<file path="src/rtl/gpio_event_conditioner.sv">
// GPIO button conditioner: 2-flop sync, debounce, press/release/long-press pulses.
// Define GPIO_ACTIVE_LOW_EN to treat a low pin level as pressed.
module gpio_event_conditioner #(
  parameter int N_CH        = 12,
  parameter int DEB_CYCLES  = 250000,
  parameter int LONG_CYCLES = 50000000
) (
  input  logic            i_clk,
  input  logic            i_rst,
  input  logic [N_CH-1:0] i_gpio,
  output logic [N_CH-1:0] o_level,
  output logic [N_CH-1:0] o_press,
  output logic [N_CH-1:0] o_release,
  output logic [N_CH-1:0] o_long,
  output logic            o_any_press
);

  localparam int DW = $clog2(DEB_CYCLES);
  localparam int HW = $clog2(LONG_CYCLES + 1);
  localparam logic [DW-1:0] DEB_MAX  = DW'(DEB_CYCLES - 1);
  localparam logic [HW-1:0] LONG_MAX = HW'(LONG_CYCLES - 1);

  logic [N_CH-1:0] gpio_in;
  logic [N_CH-1:0] sync1_q, sync2_q;
  logic [N_CH-1:0] level_q, level_d;
  logic [N_CH-1:0] press_q, press_d;
  logic [N_CH-1:0] release_q, release_d;
  logic [N_CH-1:0] long_q, long_d;
  logic [N_CH-1:0] fired_q, fired_d;
  logic [DW-1:0]   deb_q  [N_CH];
  logic [DW-1:0]   deb_d  [N_CH];
  logic [HW-1:0]   hold_q [N_CH];
  logic [HW-1:0]   hold_d [N_CH];

`ifdef GPIO_ACTIVE_LOW_EN
  assign gpio_in = ~i_gpio;
`else
  assign gpio_in = i_gpio;
`endif

  always_comb begin
    level_d   = level_q;
    press_d   = '0;
    release_d = '0;
    long_d    = '0;
    fired_d   = fired_q;
    deb_d     = deb_q;
    hold_d    = hold_q;
    for (int i = 0; i < N_CH; i++) begin
      if (sync2_q[i] == level_q[i]) begin
        deb_d[i] = '0;
      end else if (deb_q[i] == DEB_MAX) begin
        level_d[i] = sync2_q[i];
        deb_d[i]   = '0;
      end else begin
        deb_d[i] = deb_q[i] + 1'b1;
      end
      press_d[i]   = level_d[i] & ~level_q[i];
      release_d[i] = ~level_d[i] & level_q[i];
      // A falling level on the threshold cycle suppresses the long pulse
      if (!level_q[i] || !level_d[i]) begin
        hold_d[i]  = '0;
        fired_d[i] = 1'b0;
      end else if (!fired_q[i]) begin
        if (hold_q[i] == LONG_MAX) begin
          long_d[i]  = 1'b1;
          fired_d[i] = 1'b1;
        end else begin
          hold_d[i] = hold_q[i] + 1'b1;
        end
      end
    end
  end

  always_ff @(posedge i_clk or posedge i_rst) begin
    if (i_rst) begin
      sync1_q   <= '0;
      sync2_q   <= '0;
      level_q   <= '0;
      press_q   <= '0;
      release_q <= '0;
      long_q    <= '0;
      fired_q   <= '0;
      for (int i = 0; i < N_CH; i++) begin
        deb_q[i]  <= '0;
        hold_q[i] <= '0;
      end
    end else begin
      sync1_q   <= gpio_in;
      sync2_q   <= sync1_q;
      level_q   <= level_d;
      press_q   <= press_d;
      release_q <= release_d;
      long_q    <= long_d;
      fired_q   <= fired_d;
      deb_q     <= deb_d;
      hold_q    <= hold_d;
    end
  end

  assign o_level     = level_q;
  assign o_press     = press_q;
  assign o_release   = release_q;
  assign o_long      = long_q;
  assign o_any_press = |press_q;

endmodule

</file>
<file path="config.mk">
export PLATFORM = sky130hd
export DESIGN_NAME = gpio_event_conditioner
export DESIGN_NICKNAME = d
export VERILOG_FILES = /design/src/rtl/gpio_event_conditioner.sv
export SDC_FILE = /design/constraint.sdc
export NUM_CORES = 2
export LEC_CHECK = 0
export ABC_AREA = 0
export ABC_CLOCK_PERIOD_IN_PS = 38400
export CORE_UTILIZATION = 65
export DETAILED_ROUTE_END_ITERATION = 10
export PLACE_DENSITY = 0.83
export SYNTH_ARGS = -nofsm -noshare
export SYNTH_HDL_FRONTEND = slang
export SYNTH_SLANG_ARGS = --single-unit
</file>
<file path="constraint.sdc">
create_clock -name i_clk -period 38.4 [get_ports i_clk]
set_input_delay 3.84 -clock i_clk [delete_from_list [all_inputs] [get_ports i_clk]]
set_output_delay 3.84 -clock i_clk [all_outputs]
set_load 0.05 [all_outputs]
</file>
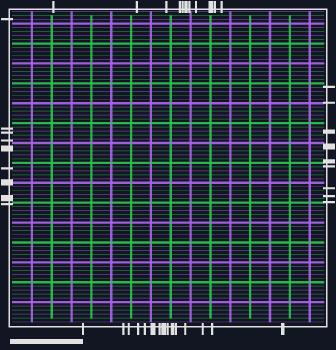
floorplan.png
The bar under the picture is 50 µm long. Pins as bars on the die edge.
legend:
  VDD:
    color: green
  VSS:
    color: purple
met1 rails: 79
rows: 78
die width: 216 µm
VDD IR max: 0.0360 mV
Core Area: 0.0453 mm²
die height: 216 µm

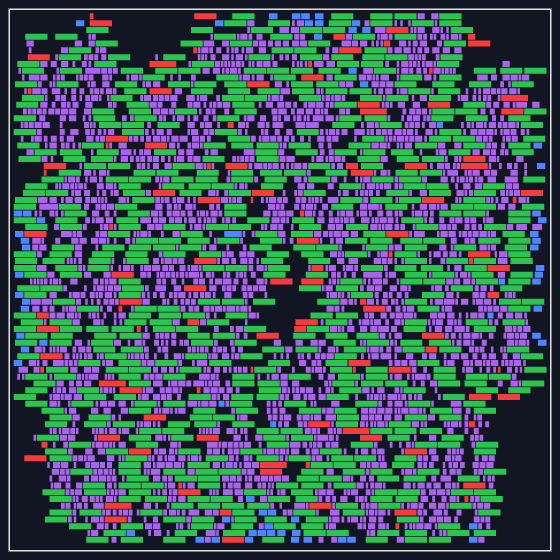
class_map.png
legend:
  sequential cells:
    color: green
    cells: 612
  clock drivers and dummy loads:
    color: red
    cells: 109
  remaining buffers and delay cells:
    color: blue
    cells: 68
  remaining logic cells:
    color: purple
    cells: 2296
row count: 78
final core utilization: 0.725
Final Cell Area: 0.0328 mm²
sequential share of cell area: 0.466

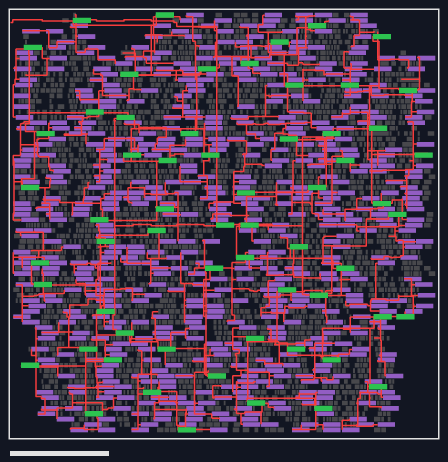
clock_wires.png
The bar under the picture is 50 µm long.
legend:
  clock-net drivers:
    color: green
    count: 61
  clock wires:
    color: red
    length: 7150 µm
  flip-flops:
    color: purple
    count: 612
flops lie: spread over the die
skew final: 0.0148 ns
Clk. pwr: 0.000610 W

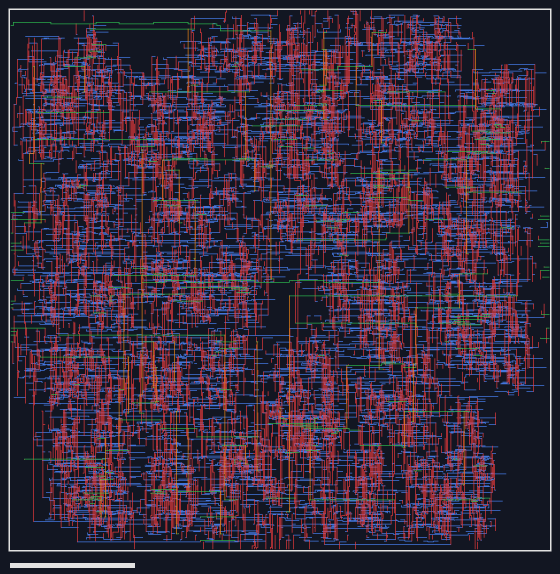
layers.png
The bar under the picture is 50 µm long.
legend:
  M3:
    color: green
    wire_length: 2210 µm
  M1:
    color: blue
    wire_length: 26.3 mm
  M2:
    color: red
    wire_length: 29.4 mm
  M4:
    color: orange
    wire_length: 1310 µm
Detailed Route WL: 59300 µm
wire per inst: 16.1 µm
DR vias: 22177
Tot GR Track Use: 0.260

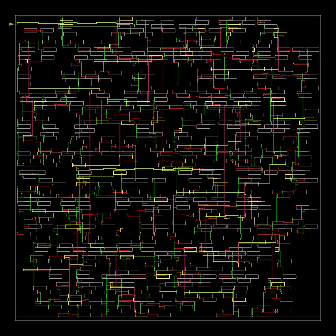
clock_nets.png
Clock Latency Late Sink: 0.62 ns
flop count: 612

==> Changelog: implementation <==
### Implementation results

* Fmax at 150 MHz
* Unrepaired setup endpoints after global routing: false
* WHS Path Cells at 0
* Main synth FF type: dfrtp_1
* Slew margin rel. at 0.217
* GR Layer Usage met1 at 0.352
* GR Util met2 at 0.440
* Global-route wire length before repair at 103000 µm
* GP Congestion at 0.868
* Via/cell ratio at 6.02
* GRT busiest layer: met2
* Post-synth ARST share at 1.00
* PwrDens at 39.2 mW/mm²
* # clock sinks at 612
* Slew @ Worst Pin at 1.17 ns
* Synth cell types at 73
* Layout cells sized above 1 at 0.0577
* Placed Area at 0.0308 mm²
* CP Launch Type: flop
* Worst path cell trace: nor4_2 > nand3_1 > clkdlybuf4s50_1
* Post-synth EDFFs at 0
* Grt total ovfl at 0
* WS Path Type: reg2out
* XOR/XNOR share of the synthesized area at 0.125
* Synth Register Bits at 612
* Critical Path End: o_any_press
* TNS Setup at 0 ns
* Global Route met3 Usage at 0.0345
* Clock network power share at 0.474
* Status: finished clean
* Worst path depth at 3
* Combinational power at 0.0000237 W
No activity file was given, so power comes from the tool's default toggle rates.
